**config.mk**
```make
export PLATFORM = sky130hd
export DESIGN_NAME = ps2_scan_ctrl
export DESIGN_NICKNAME = d
export VERILOG_FILES = /design/src/rtl/ps2_pkg.sv /design/src/rtl/ps2_evt_fifo.sv /design/src/rtl/ps2_scan_ctrl.sv
export SDC_FILE = /design/constraint.sdc
export NUM_CORES = 1
export LEC_CHECK = 0
export ABC_AREA = 1
export CORE_ASPECT_RATIO = 1.75
export CORE_MARGIN = 8
export CORE_UTILIZATION = 45
export DETAILED_ROUTE_END_ITERATION = 12
export PLACE_DENSITY = 0.64
export SETUP_SLACK_MARGIN = 0.4
export SLEW_MARGIN = 20
export SYNTH_ARGS = -nofsm -noshare
export SYNTH_HDL_FRONTEND = slang
export SYNTH_SLANG_ARGS = --single-unit
```
**constraint.sdc**
```tcl
create_clock -name clk -period 2.8 [get_ports clk]
set_input_delay 0.56 -clock clk [delete_from_list [all_inputs] [get_ports clk]]
set_output_delay 0.56 -clock clk [all_outputs]
set_load 0.05 [all_outputs]
```
**src/rtl/ps2_pkg.sv**
```systemverilog
// Shared types and constants for the PS/2 scan-code sequencer: prefix FSM
// encoding, special byte values and the packed key-event record.
package ps2_pkg;

  typedef enum logic [1:0] {
    ST_IDLE    = 2'd0,
    ST_EXT     = 2'd1,
    ST_BRK     = 2'd2,
    ST_EXT_BRK = 2'd3
  } state_t;

  localparam logic [7:0] B_E0 = 8'hE0;
  localparam logic [7:0] B_F0 = 8'hF0;
  localparam logic [7:0] B_AA = 8'hAA;
  localparam logic [7:0] B_FA = 8'hFA;
  localparam logic [7:0] B_EE = 8'hEE;
  localparam logic [7:0] B_FE = 8'hFE;
  localparam logic [7:0] B_FC = 8'hFC;
  localparam logic [7:0] B_00 = 8'h00;
  localparam logic [7:0] B_FF = 8'hFF;

  localparam int EVT_W = 10;

  typedef struct packed {
    logic       ext;
    logic       brk;
    logic [7:0] code;
  } evt_t;

  // Frame layout {stop, parity, d7..d0, start}; parity is odd over data+parity.
  function automatic logic frame_ok(input logic [10:0] f);
    return (f[0] == 1'b0) && (f[10] == 1'b1) && (^f[9:1] == 1'b1);
  endfunction

endpackage

```
**src/rtl/ps2_evt_fifo.sv**
```systemverilog
// Small synchronous FIFO for key events. The head entry is read straight from
// the storage array at the read pointer; no write-to-read fall-through.
module ps2_evt_fifo #(
  parameter int AW = 2,
  parameter int W  = 10
) (
  input  logic         clk,
  input  logic         rst,
  input  logic         push,
  input  logic         pop,
  input  logic [W-1:0] din,
  output logic [W-1:0] dout,
  output logic         full,
  output logic         empty
);

  localparam int DEPTH = 1 << AW;

  logic [W-1:0] r_mem [DEPTH];
  logic [AW:0]  r_wr;
  logic [AW:0]  r_rd;
  logic         w_do_push;
  logic         w_do_pop;

  // Extra pointer MSB separates full from empty when the index bits match.
  assign empty     = (r_wr == r_rd);
  assign full      = (r_wr[AW] != r_rd[AW]) && (r_wr[AW-1:0] == r_rd[AW-1:0]);
  assign w_do_pop  = pop & ~empty;
  assign w_do_push = push & (~full | w_do_pop);
  assign dout      = r_mem[r_rd[AW-1:0]];

  always_ff @(posedge clk) begin
    if (rst) begin
      r_wr <= '0;
      r_rd <= '0;
      for (int i = 0; i < DEPTH; i++) r_mem[i] <= '0;
    end else begin
      if (w_do_push) begin
        r_mem[r_wr[AW-1:0]] <= din;
        r_wr                <= r_wr + 1'b1;
      end
      if (w_do_pop) r_rd <= r_rd + 1'b1;
    end
  end

endmodule

```
**src/rtl/ps2_scan_ctrl.sv**
```systemverilog
// PS/2 scan-code sequencer: validates frames, walks the E0/F0 prefix protocol,
// queues {ext, brk, code} events and tracks errors, timeouts and overflow.
module ps2_scan_ctrl
  import ps2_pkg::*;
#(
  parameter int FIFO_AW     = 2,
  parameter int TIMEOUT_CYC = 50000
) (
  input  logic        clk,
  input  logic        rst,
  input  logic        frame_valid,
  input  logic [10:0] frame_data,
  output logic        evt_valid,
  input  logic        evt_ready,
  output logic [7:0]  evt_code,
  output logic        evt_ext,
  output logic        evt_brk,
  output logic        bat_ok,
  output logic        err_pulse,
  output logic [7:0]  err_cnt,
  output logic        overflow,
  output logic        rx_flush,
  output logic [1:0]  dbg_state
);

  // Event handshake: the head entry transfers on any rising edge where
  // evt_valid & evt_ready; evt_valid never drops until that transfer happens.

  localparam int TO_W = $clog2(TIMEOUT_CYC + 1);

  state_t          r_state;
  state_t          w_nxt;
  state_t          w_cur;
  logic [TO_W-1:0] r_to_cnt;
  logic            r_err_pulse;
  logic [7:0]      r_err_cnt;
  logic            r_overflow;
  logic            r_bat_ok;
  logic            r_flush;

  logic [7:0]      w_byte;
  logic            w_good;
  logic            w_bad;
  logic            w_timeout;
  logic            w_push;
  evt_t            w_evt;
  logic            w_err_proto;
  logic            w_bat_set;
  logic            w_pop;
  logic            w_full;
  logic            w_empty;
  logic            w_drop;
  logic            w_err;
  logic [EVT_W-1:0] w_head_bits;
  evt_t            w_head;

  assign w_byte    = frame_data[8:1];
  assign w_good    = frame_valid & frame_ok(frame_data);
  assign w_bad     = frame_valid & ~frame_ok(frame_data);
  assign w_timeout = (r_state != ST_IDLE) && (r_to_cnt == TO_W'(TIMEOUT_CYC));

  always_comb begin
    w_nxt       = r_state;
    w_push      = 1'b0;
    w_evt       = '0;
    w_err_proto = 1'b0;
    w_bat_set   = 1'b0;
    // A frame landing on the timeout cycle is decoded as if from IDLE.
    w_cur       = w_timeout ? ST_IDLE : r_state;
    if (w_timeout) begin
      w_nxt       = ST_IDLE;
      w_err_proto = 1'b1;
    end
    if (w_bad) begin
      w_nxt       = ST_IDLE;
      w_err_proto = 1'b1;
    end else if (w_good) begin
      w_nxt = w_cur;
      if (w_byte == B_00 || w_byte == B_FF) begin
        w_err_proto = 1'b1;
        w_nxt       = ST_IDLE;
      end else begin
        case (w_cur)
          ST_IDLE: begin
            if (w_byte == B_E0)      w_nxt = ST_EXT;
            else if (w_byte == B_F0) w_nxt = ST_BRK;
            else if (w_byte == B_AA) w_bat_set = 1'b1;
            else if (w_byte == B_FA || w_byte == B_EE ||
                     w_byte == B_FE || w_byte == B_FC) w_nxt = ST_IDLE;
            else begin
              w_push = 1'b1;
              w_evt  = '{ext: 1'b0, brk: 1'b0, code: w_byte};
            end
          end
          ST_EXT: begin
            if (w_byte == B_F0)      w_nxt = ST_EXT_BRK;
            else if (w_byte == B_E0) w_err_proto = 1'b1;
            else begin
              w_push = 1'b1;
              w_evt  = '{ext: 1'b1, brk: 1'b0, code: w_byte};
              w_nxt  = ST_IDLE;
            end
          end
          ST_BRK, ST_EXT_BRK: begin
            w_nxt = ST_IDLE;
            if (w_byte == B_F0 || w_byte == B_E0) w_err_proto = 1'b1;
            else begin
              w_push = 1'b1;
              w_evt  = '{ext: (w_cur == ST_EXT_BRK), brk: 1'b1, code: w_byte};
            end
          end
          default: w_nxt = ST_IDLE;
        endcase
      end
    end
  end

  assign w_pop  = ~w_empty & evt_ready;
  assign w_drop = w_push & w_full & ~w_pop;
  assign w_err  = w_err_proto | w_drop;

  ps2_evt_fifo #(
    .AW (FIFO_AW),
    .W  (EVT_W)
  ) u_fifo (
    .clk   (clk),
    .rst   (rst),
    .push  (w_push),
    .pop   (w_pop),
    .din   (w_evt),
    .dout  (w_head_bits),
    .full  (w_full),
    .empty (w_empty)
  );

  always_ff @(posedge clk) begin
    if (rst) begin
      r_state     <= ST_IDLE;
      r_to_cnt    <= '0;
      r_err_pulse <= 1'b0;
      r_err_cnt   <= '0;
      r_overflow  <= 1'b0;
      r_bat_ok    <= 1'b0;
      r_flush     <= 1'b0;
    end else begin
      r_state     <= w_nxt;
      r_err_pulse <= w_err;
      r_flush     <= w_bad;
      if (r_state == ST_IDLE || w_good || w_timeout) r_to_cnt <= '0;
      else                                           r_to_cnt <= r_to_cnt + TO_W'(1);
      if (w_err && r_err_cnt != 8'hFF) r_err_cnt <= r_err_cnt + 8'd1;
      if (w_drop)    r_overflow <= 1'b1;
      if (w_bat_set) r_bat_ok   <= 1'b1;
    end
  end

  assign w_head    = evt_t'(w_head_bits);
  assign evt_valid = ~w_empty;
  assign evt_code  = w_head.code;
  assign evt_ext   = w_head.ext;
  assign evt_brk   = w_head.brk;
  assign bat_ok    = r_bat_ok;
  assign err_pulse = r_err_pulse;
  assign err_cnt   = r_err_cnt;
  assign overflow  = r_overflow;
  assign rx_flush  = r_flush;
  assign dbg_state = r_state;

endmodule

```
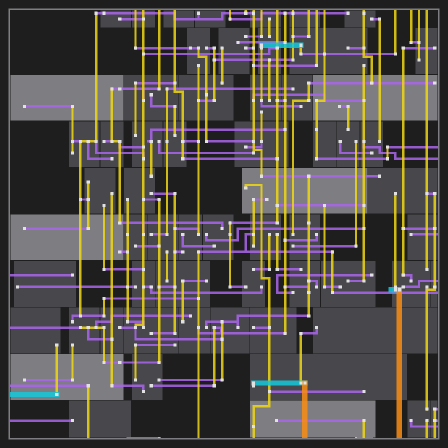
Run 1: zoomed window
Region (9, 93) to (34, 118) microns. Cells in gray, sequential cells in the stronger gray; small squares are vias.
- purple: met1
- cyan: met3
- yellow: met2
- orange: met4
- sequential cells in the window: 6
- cells with their middle in the window: 52
- most frequent: nand2_1 (9), nand3_1 (9)
- netlist names of flops here include: err_cnt (5), dbg_state (1)

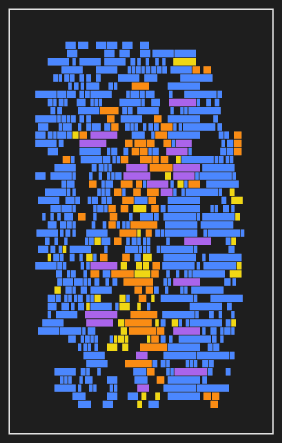
Run 1: sizing map
Scale: 3 px per micron.
- blue: drive 1 or less (cells 420; share 77%; most used nor2_1)
- orange: drive 3 to 4 (cells 66; share 12%; most used buf_4)
- purple: drive 6 and up (cells 20; share 3.6%; most used clkbuf_16)
- yellow: drive 2 (cells 43; share 7.8%; most used nand2_2)

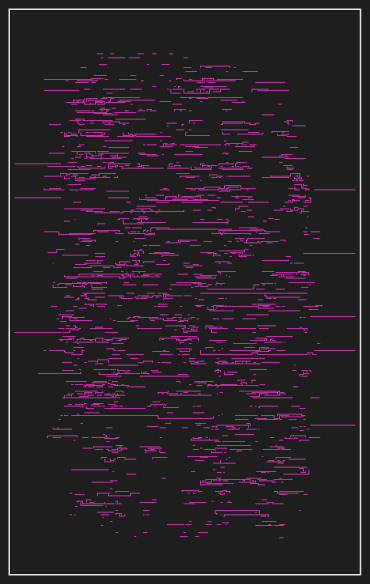
Run 1: met1 routing
Scale: 4 px per micron.
- main direction: horizontal
- nets with wire on the layer: 544
- share of all routed wire: 34%
- wire length on this layer: 3280 microns

==> impl_metrics.env, run 1 <==
# physical design summary
export IMPL_drive_gt1_share_pct=23.5
export IMPL_cp_arrival_ns=2.49
export IMPL_power_frac_seq_pct=40.2
export IMPL_antenna_cells=0
export IMPL_rsz0062_at_grt="false"
export IMPL_post_cts_buffers=1
export IMPL_use_met3_pct=2.97
export IMPL_grt_start_max_net_pins=21
export IMPL_startpoint_type="input port"
export IMPL_drc=0
export IMPL_yosys_area_sq_um=4020
export IMPL_max_freq_ghz=0.433
export IMPL_warning_count=37
export IMPL_vias=3395
export IMPL_cp_startpoint="frame_data[8]"
export IMPL_hold_path_end="overflow"
export IMPL_r2r_start="r_to_cnt[0]"
export IMPL_p_total_uw=3160
export IMPL_cp_required_ns=2.98
export IMPL_synth_edff_count=40
export IMPL_buffers=77
export IMPL_ys_sh_mux_pct=0
export IMPL_met3_length_microns=328
export IMPL_fp_util_pct=46.3
export IMPL_drv_cap=0
export IMPL_buf_share_pct=12.5
export IMPL_synthArstFlopShare_pct=0
export IMPL_seq_share_pct=37.0
export IMPL_ys_seq_share_pct=48.8
export IMPL_antenna_found_initial=0
export IMPL_cp_end_kind="flip-flop"
export IMPL_avgSynthCellArea_sq_um=8.60
export IMPL_highest_signal_layer="met4"
export IMPL_drt_met1_wl_microns=3280
export IMPL_die_size_y_microns=141
export IMPL_powerSeq_uw=1270
export IMPL_netlist_top_cells_count="nor2_1 (91), nand2_1 (57), inv_1 (47), edfxtp_1 (40), dfxtp_1 (38)"
export IMPL_die_area_sq_um=12300
export IMPL_critPathCapture="u_fifo.r_mem[1][6]"
export IMPL_power_top_consumer="registers"
export IMPL_hold_viol_final=0
export IMPL_logic_area_sq_um=2000
export IMPL_clock_latency_ns=0.33
export IMPL_crit_path_frequent_cell="nand2_4"
export IMPL_clock_cell_area_share_pct=5.92
export IMPL_slew_violations=0
export IMPL_drt_first_pass_iters=4
export IMPL_cts_resized=35
export IMPL_fa_ha_area_share_pct=5.29
export IMPL_row_count=45
export IMPL_topCombFamilyByArea="simple AND/OR/NAND/NOR gates"
export IMPL_status="complete, no violations"
export IMPL_p_switching_uw=929
export IMPL_worstMarginPinSlew_ns=0.507
export IMPL_area_growth_syn_to_layout_pct=32.0
export IMPL_ys_sh_aoi_pct=9.44
export IMPL_combPwrFrac_pct=21.5
export IMPL_via_per_inst=5.10
export IMPL_seq_cells=78
export IMPL_clkPwrFrac_pct=38.2
export IMPL_hold_buffers=0
export IMPL_layout_worst_path_cycle_share_pct=82.4
export IMPL_grtUsageMet2_pct=32.0
export IMPL_grtUsageTotal_pct=16.1
export IMPL_met1_usage_pct=14.1
export IMPL_top_cells_by_area="edfxtp_1 (30%), dfxtp_1 (19%), nor2_1 (8.5%), nand2_1 (5.3%), ha_1 (5.3%)"
export IMPL_netlist_instances=467
export IMPL_grt_pass1_vias=3495
export IMPL_ys_cells=467
export IMPL_path_max_fanout=5
export IMPL_hold_path_startpoint="overflow"
export IMPL_clock_sinks=78
export IMPL_setup_viol=0
export IMPL_logic_gate_count=327
export IMPL_internal_power_uw=2230
export IMPL_htree_levels=3
export IMPL_regArea_sq_um=1960
export IMPL_top_cell_area_share_pct=29.9
export IMPL_cts_buffers=9
export IMPL_comb_share_pct=37.7
export IMPL_cts_tree="done"
export IMPL_clock_net_power_uw=1210
export IMPL_max_slew_margin_pct=66.1
export IMPL_tns_ns=0
export IMPL_first_iter_violations=139
export IMPL_synth_simple_area_share_pct=26.9
export IMPL_gr_total_overflow=0
export IMPL_largestClassByArea="logic gates"
export IMPL_synthDistinctLibCells=39
export IMPL_switching_share_pct=29.4
export IMPL_lay_top_count="nor2_1"
export IMPL_clk_path_buf_depth=2
export IMPL_post_route_min_period_ns=2.31
export IMPL_yosys_warnings=0
export IMPL_hpwl_microns=7440
[run 1: registers in the layout, indices dropped and copies added (netlist names), named ones only]
signal / cells
u_fifo.r_mem: 40
r_to_cnt: 16
err_cnt: 8
u_fifo.r_rd: 3
u_fifo.r_wr: 3
dbg_state: 2
bat_ok: 1
err_pulse: 1
overflow: 1
rx_flush: 1
[run 1: stage by stage]
stage	cells	area, sq um	hold slack, ns	worst slack, ns	utilization [%]
CTS	664	5210	0.463	0.350	60.1
global placement	646	4880	0.440	-0.194	56.2
detailed placement	646	4880	0.454	-0.236	56.2
floorplan	467	4140	0.430	0.380	-
finish	666	5310	0.459	0.492	61.2
global route	666	5310	0.478	0.404	61.2
==> inputs of run 2 (changes only) <==
--- a/config.mk
+++ b/config.mk
@@ -10,7 +10,7 @@
 export CORE_MARGIN = 8
 export CORE_UTILIZATION = 45
 export DETAILED_ROUTE_END_ITERATION = 12
-export PLACE_DENSITY = 0.64
+export PLACE_DENSITY = 0.61
 export SETUP_SLACK_MARGIN = 0.4
 export SLEW_MARGIN = 20
 export SYNTH_ARGS = -nofsm -noshare
==> constraint.sdc (replaced) <==
create_clock -name clk -period 2.3 [get_ports clk]
set_input_delay 0.46 -clock clk [delete_from_list [all_inputs] [get_ports clk]]
set_output_delay 0.46 -clock clk [all_outputs]
set_load 0.05 [all_outputs]
==> run 2 against run 1 <==
Net effect: area after synthesis unchanged; cell count up 4.4%; clock skew up 0.0026 ns; final area up 15%.
==> impl_metrics.env, run 2 <==
# physical design summary
export IMPL_status="complete, no violations"
export IMPL_highest_signal_layer="met4"
export IMPL_gr_total_overflow=0
export IMPL_path_max_fanout=5
export IMPL_clockRootBuffer="clkbuf_16"
export IMPL_ys_cells=467
export IMPL_hpwl_microns=7380
export IMPL_clk_path_buf_depth=2
export IMPL_netlist_instances=467
export IMPL_cts_resized=122
export IMPL_die_area_sq_um=12300
export IMPL_via_per_inst=5.15
export IMPL_r2r_start="r_to_cnt[0]"
export IMPL_seq_cells=78
export IMPL_top_register="u_fifo.r_mem"
export IMPL_cts_buffers=9
export IMPL_grt_pass1_vias=3596
export IMPL_critPathCapture="u_fifo.r_mem[3][6]"
export IMPL_path_buffers=6
export IMPL_setup_viol=0
export IMPL_htree_levels=3
export IMPL_hold_path_end="overflow"
export IMPL_buf_share_pct=16.6
export IMPL_max_slew_margin_pct=64.7
export IMPL_topCombFamilyByArea="simple AND/OR/NAND/NOR gates"
export IMPL_worstSetupPathType="input port to flip-flop"
export IMPL_cp_required_ns=2.35
export IMPL_dpl_instance_area_sq_um=4980
export IMPL_use_met3_pct=3.38
export IMPL_syn_num_nets=499
export IMPL_synth_simple_area_share_pct=26.9
export IMPL_largest_register_ffs=40
export IMPL_ys_flop_type="edfxtp_1"
export IMPL_ys_sh_mux_pct=0
export IMPL_synthArstFlopShare_pct=0
export IMPL_met1_usage_pct=16.1
export IMPL_ys_seq_share_pct=48.8
export IMPL_hold_path_startpoint="overflow"
export IMPL_synth_area_leader_cell="edfxtp_1"
export IMPL_post_cts_buffers=9
export IMPL_slew_violations=0
export IMPL_ys_sh_aoi_pct=9.44
export IMPL_rsz0062_at_grt="true"
export IMPL_top_cells_by_area="edfxtp_1 (30%), dfxtp_1 (19%), nor2_1 (8.5%), nand2_1 (5.3%), ha_1 (5.3%)"
export IMPL_warning_count=38
export IMPL_clock_sinks=78
export IMPL_clock_latency_ns=0.34
export IMPL_port_buffers=39
export IMPL_timing_rr_end="u_fifo.r_mem[3][6]"
export IMPL_fa_ha_area_share_pct=5.29
export IMPL_antenna_cells=0
export IMPL_first_iter_violations=138
export IMPL_vias=3581
export IMPL_route_met2_wl_microns=6670
export IMPL_max_freq_ghz=0.473
export IMPL_yosys_warnings=0
export IMPL_synthDistinctLibCells=39
export IMPL_drc=0
export IMPL_row_count=45
export IMPL_n_clock_buffer=11
export IMPL_cp_depth=13
export IMPL_die_size_y_microns=141
export IMPL_drt_first_pass_iters=4
export IMPL_fin_nets=605
export IMPL_met3_length_microns=388
export IMPL_fp_util_pct=46.3
export IMPL_place_congestion=0.816
export IMPL_lay_top_count="nor2_1"
export IMPL_tns_ns=0
export IMPL_crit_path_frequent_cell="buf_4"
export IMPL_seq_share_pct=32.5
export IMPL_drt_met1_wl_microns=3920
export IMPL_cpMaxStageDelayCell="a21oi_4"
export IMPL_logic_gate_count=329
export IMPL_core_area_sq_um=8670
export IMPL_nWellTaps=117
export IMPL_grt_start_max_net_pins=21
export IMPL_synth_xor_area_share_pct=3.24
export IMPL_power_leakage_uw=0.00235
export IMPL_drive_gt1_share_pct=42.6
export IMPL_drv_cap=0
export IMPL_pin_count=40
export IMPL_cp_startpoint="frame_data[8]"
export IMPL_ant_nets=0
export IMPL_avgSynthCellArea_sq_um=8.60
export IMPL_top_cell="nor2_1"
export IMPL_largestClassByArea="logic gates"
export IMPL_area_growth_syn_to_layout_pct=51.7
export IMPL_finalClockSkew_ns=0.00756
export IMPL_syn_area_sq_um=4020
export IMPL_cts_tree="done"
export IMPL_antenna_found_initial=0
export IMPL_fin_area_sq_um=6090
export IMPL_worstMarginPinSlew_ns=0.527
export IMPL_logic_area_sq_um=2420
export IMPL_clock_cell_area_share_pct=4.68
export IMPL_max_stage_delay_ns=0.20
export IMPL_mostFrequentLayoutCells="nor2_1 (58), buf_4 (44), nand2_1 (41)"
export IMPL_cpLargestDelayFamily="buffers and inverters"
export IMPL_synth_edff_count=40
export IMPL_top_cell_area_share_pct=29.9
export IMPL_regArea_sq_um=1980
export IMPL_netlist_top_cells_count="nor2_1 (91), nand2_1 (57), inv_1 (47), edfxtp_1 (40), dfxtp_1 (38)"
export IMPL_startpoint_type="input port"
export IMPL_cp_arrival_ns=2.17
export IMPL_cp_end_kind="flip-flop"
export IMPL_layout_worst_path_cycle_share_pct=92.0
export IMPL_grtUsageMet2_pct=35.0
export IMPL_hold_buffers=0
export IMPL_hold_viol_final=0
export IMPL_comb_share_pct=39.7
export IMPL_fill_cells=699
export IMPL_yosys_area_sq_um=4020
export IMPL_reg2reg_slack_ns=0.25
export IMPL_grtUsageTotal_pct=17.9
export IMPL_clk_pin_slew_ns=0.06
export IMPL_post_route_min_period_ns=2.12
export IMPL_routed_wl_microns=11400
export IMPL_buffers=101
==> run 2: netlist changes by cell type in the layout (fill, tap and decap cells not counted), sizes merged <==
cell	before	now
buf	47	78
bufinv	2	0
clkdlybuf4s15	4	0
clkdlybuf4s50	20	5
clkinv	4	3
clkinvlp	2	7
dlygate4sd2	1	15
inv	50	49
nand2	70	72
==> run 2: metrics by stage <==
step	utilization (%)	hold WS, ns	setup slack (ns)	power (uW)	instances
after floorplan	-	0.430	-0.0201	2180	467
after global placement	57.4	0.442	-0.617	2440	650
after detailed placement	57.4	0.453	-0.667	2450	650
after CTS	64.2	0.433	0.144	3930	682
after global routing	70.3	0.487	0.0965	4190	695
final	70.3	0.454	0.184	4040	695
==> run 2: power breakdown <==
group | internal [uW] | switching [uW]
clock network | 794 | 560
registers | 1510 | 58.9
logic | 434 | 683
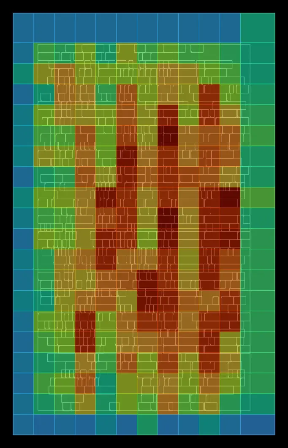
Run 2: routing congestion
DR WL/cell: 16.4 microns
Most Crowded Layer GR: met2
post-layout util: 70.3%

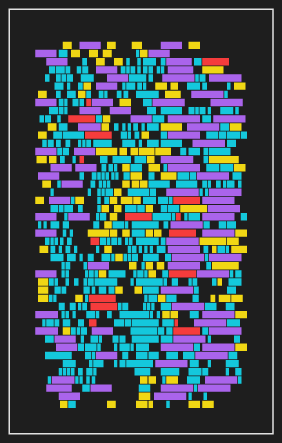
Run 2: cell classes on the final placement
Scale: 3 px per micron.
- yellow: other buffers and delay cells (cells 101)
- purple: flip-flops (cells 78)
- cyan: all other logic (cells 383)
- red: clock drivers and dummy loads (cells 16)

==> inputs of run 3 (changes only) <==
--- a/config.mk
+++ b/config.mk
@@ -8,9 +8,10 @@
 export ABC_AREA = 1
 export CORE_ASPECT_RATIO = 1.75
 export CORE_MARGIN = 8
-export CORE_UTILIZATION = 45
+export CORE_UTILIZATION = 50
+export CTS_CLUSTER_DIAMETER = 50
 export DETAILED_ROUTE_END_ITERATION = 12
-export PLACE_DENSITY = 0.61
+export PLACE_DENSITY = 0.67
 export SETUP_SLACK_MARGIN = 0.4
 export SLEW_MARGIN = 20
 export SYNTH_ARGS = -nofsm -noshare
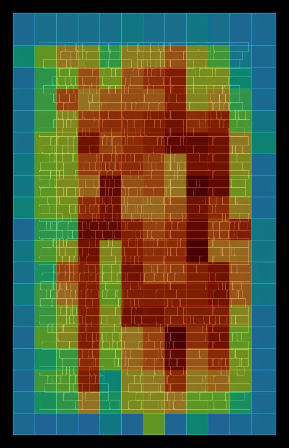
Run 3: routing congestion
M1 GR Usage: 17.6%
Global Route Usage Sum: 20.7%

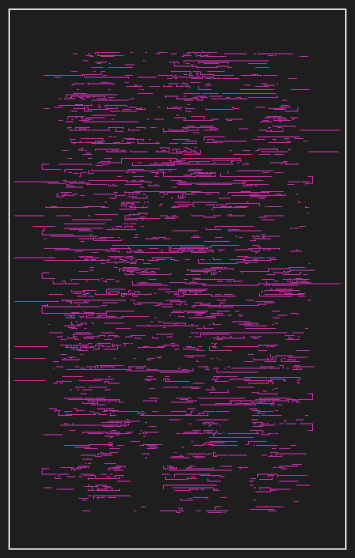
Run 3: met1 routing
Scale: 4 px per micron.
- main direction: horizontal
- longest straight run: 21.6 microns
- share of all routed wire: 32%
- nets with wire on the layer: 586
- wire length on this layer: 4110 microns

==> run 3 against run 2 <==
Net effect: clock power fell by 3%; clock skew barely moved; register-to-register slack worse by 0.13 ns; final area grew 4.3%; hold slack got worse by 0.022 ns; combinational power about the same; non-clock buffer count rose by 10; die size is 8.6% lower; sequential power barely moved; largest power group unchanged.
==> impl_metrics.env, run 3 <==
# physical design summary
export IMPL_hold_path_end="r_to_cnt[0]"
export IMPL_path_buffers=3
export IMPL_hold_depth=1
export IMPL_clock_cell_area_share_pct=4.31
export IMPL_area_growth_syn_to_layout_pct=58.2
export IMPL_ys_sh_mux_pct=0
export IMPL_worstMarginPinSlew_ns=0.602
export IMPL_p_total_uw=4020
export IMPL_buf_share_pct=18.7
export IMPL_ys_sh_aoi_pct=9.44
export IMPL_route_met2_wl_microns=7410
export IMPL_met3_length_microns=462
export IMPL_gr_total_overflow=0
export IMPL_htree_levels=3
export IMPL_synth_xor_area_share_pct=3.24
export IMPL_via_per_inst=5.61
export IMPL_synthArstFlopShare_pct=0
export IMPL_dpl_instance_area_sq_um=4890
export IMPL_clock_latency_ns=0.34
export IMPL_max_freq_ghz=0.447
export IMPL_die_area_sq_um=11300
export IMPL_cts_resized=163
export IMPL_fa_ha_area_share_pct=5.29
export IMPL_ys_flop_type="edfxtp_1"
export IMPL_hold_path_startpoint="r_to_cnt[0]"
export IMPL_port_buffers=39
export IMPL_fin_area_sq_um=6360
export IMPL_vias=3816
export IMPL_synthDistinctLibCells=39
export IMPL_crit_path_frequent_cell="nand3_1"
export IMPL_ys_seq_share_pct=48.8
export IMPL_setup_viol=0
export IMPL_lay_top_count="nor2_1"
export IMPL_netlist_top_cells_count="nor2_1 (91), nand2_1 (57), inv_1 (47), edfxtp_1 (40), dfxtp_1 (38)"
export IMPL_tns_ns=0
export IMPL_grtUsageMet2_pct=40.5
export IMPL_netlist_instances=467
export IMPL_logic_area_sq_um=2550
export IMPL_post_route_min_period_ns=2.24
export IMPL_grt_pass1_vias=3780
export IMPL_cpLargestDelayFamily="simple AND/OR/NAND/NOR gates"
export IMPL_place_congestion=0.822
export IMPL_top_cell="nor2_1"
export IMPL_grt_start_max_net_pins=21
export IMPL_drt_met1_wl_microns=4110
export IMPL_detail_route_wl_per_cell_microns=19.0
export IMPL_nWellTaps=90
export IMPL_regArea_sq_um=1980
export IMPL_timing_final_ws_setup_ns=0.0606
export IMPL_top_usage_layer="met2"
export IMPL_seq_share_pct=31.2
export IMPL_top_cell_area_share_pct=29.9
export IMPL_antenna_cells=0
export IMPL_cts_buffers=9
export IMPL_instances_no_fill=680
export IMPL_drc=0
export IMPL_inv_count=55
export IMPL_syn_area_sq_um=4020
export IMPL_use_met3_pct=3.80
export IMPL_ys_seq_elements=78
export IMPL_ant_nets=0
export IMPL_fp_dieW_microns=83.8
export IMPL_fp_util_pct=51.1
export IMPL_fill_cells=457
export IMPL_startpoint_type="input port"
export IMPL_cp_end_kind="flip-flop"
export IMPL_largest_register_ffs=40
export IMPL_drt_first_pass_iters=4
export IMPL_power_leakage_uw=0.00246
export IMPL_placed_cells=618
export IMPL_clk_pin_slew_ns=0.06
export IMPL_topCombFamilyByArea="simple AND/OR/NAND/NOR gates"
export IMPL_hold_buffers=0
export IMPL_cp_required_ns=2.48
export IMPL_logic_gate_count=330
export IMPL_avgSynthCellArea_sq_um=8.60
export IMPL_drv_cap=0
export IMPL_synth_edff_count=40
export IMPL_fin_nets=617
export IMPL_core_area_sq_um=7860
export IMPL_top_register="u_fifo.r_mem"
export IMPL_r2r_start="r_to_cnt[1]"
export IMPL_clockRootBuffer="clkbuf_16"
export IMPL_mostFrequentLayoutCells="nor2_1 (53), buf_4 (41), edfxtp_1 (40)"
export IMPL_path_max_fanout=9
export IMPL_syn_num_nets=499
export IMPL_yosys_area_sq_um=4020
export IMPL_largestClassByArea="logic gates"
export IMPL_synth_simple_area_share_pct=26.9
export IMPL_top_cells_by_area="edfxtp_1 (30%), dfxtp_1 (19%), nor2_1 (8.5%), nand2_1 (5.3%), ha_1 (5.3%)"
export IMPL_hpwl_microns=7250
export IMPL_grt_pass1_wl_microns=18300
export IMPL_max_stage_delay_ns=0.47
export IMPL_drive_gt1_share_pct=45.8
export IMPL_first_iter_violations=224
export IMPL_slew_violations=0
export IMPL_die_size_y_microns=135
export IMPL_preCtsSetupSlack_ns=-0.683
export IMPL_path_cells="clkdlybuf4s50_1 -> inv_1 -> nor2_2 -> buf_4 -> nand3_1 -> nand2_1 -> nand3_1 -> nor2_1"
export IMPL_ys_cells=467
export IMPL_antenna_found_initial=0
export IMPL_clock_sinks=78
export IMPL_cts_tree="done"
export IMPL_clk_path_buf_depth=2
export IMPL_reg2reg_slack_ns=0.12
export IMPL_timing_rr_end="u_fifo.r_mem[3][4]"
export IMPL_n_clock_buffer=10
export IMPL_power_density_nw_per_um2=632
export IMPL_highest_signal_layer="met4"
export IMPL_worstSetupPathType="input port to flip-flop"
export IMPL_yosys_warnings=0
export IMPL_finalClockSkew_ns=0.00758
export IMPL_comb_share_pct=40.1
export IMPL_warning_count=38
export IMPL_hold_viol_final=0
export IMPL_layout_worst_path_cycle_share_pct=97.4
export IMPL_buffers=111
export IMPL_pin_count=40
export IMPL_routed_wl_microns=12900
export IMPL_synth_area_leader_cell="edfxtp_1"
export IMPL_row_count=43
export IMPL_hold_worst_slack_ns=0.432
export IMPL_cp_arrival_ns=2.42
export IMPL_reg2regPathDepth=14
export IMPL_min_path_type="flip-flop to flip-flop"
export IMPL_utilization_pct=80.9
export IMPL_ir_drop_mv=0.448
export IMPL_max_slew_margin_pct=59.7
export IMPL_seq_cells=78
export IMPL_cpMaxStageDelayCell="nand2_1"
export IMPL_status="complete, no violations"
export IMPL_post_cts_buffers=21
export IMPL_rsz0062_at_grt="true"
run 3: worst max-delay path by stage:
stage | startpoint | endpoint | slack, ns | cells after the start
3_5_place_dp | frame_data[5] | u_fifo.r_mem[2][5] | -0.68 | 16
6_report | frame_data[10] | u_fifo.r_mem[3][1] | 0.06 | 8
2_1_floorplan | frame_data[6] | u_fifo.r_mem[3][0] | -0.02 | 14
3_3_place_gp | frame_data[5] | u_fifo.r_mem[1][2] | -0.62 | 17
4_1_cts | frame_data[5] | u_fifo.r_mem[3][3] | 0.06 | 18
5_1_grt | frame_data[2] | u_fifo.r_mem[3][4] | -0.02 | 15
run 3: power breakdown:
group	internal, uW	leakage, uW	switching (uW)
combinational	432	0.00160	706
sequential	1510	0.000725	56.9
clock	753	0.000136	558
total	2690	0.00246	1320
Power figures rest on the tool's default switching activity, not on a simulated workload.
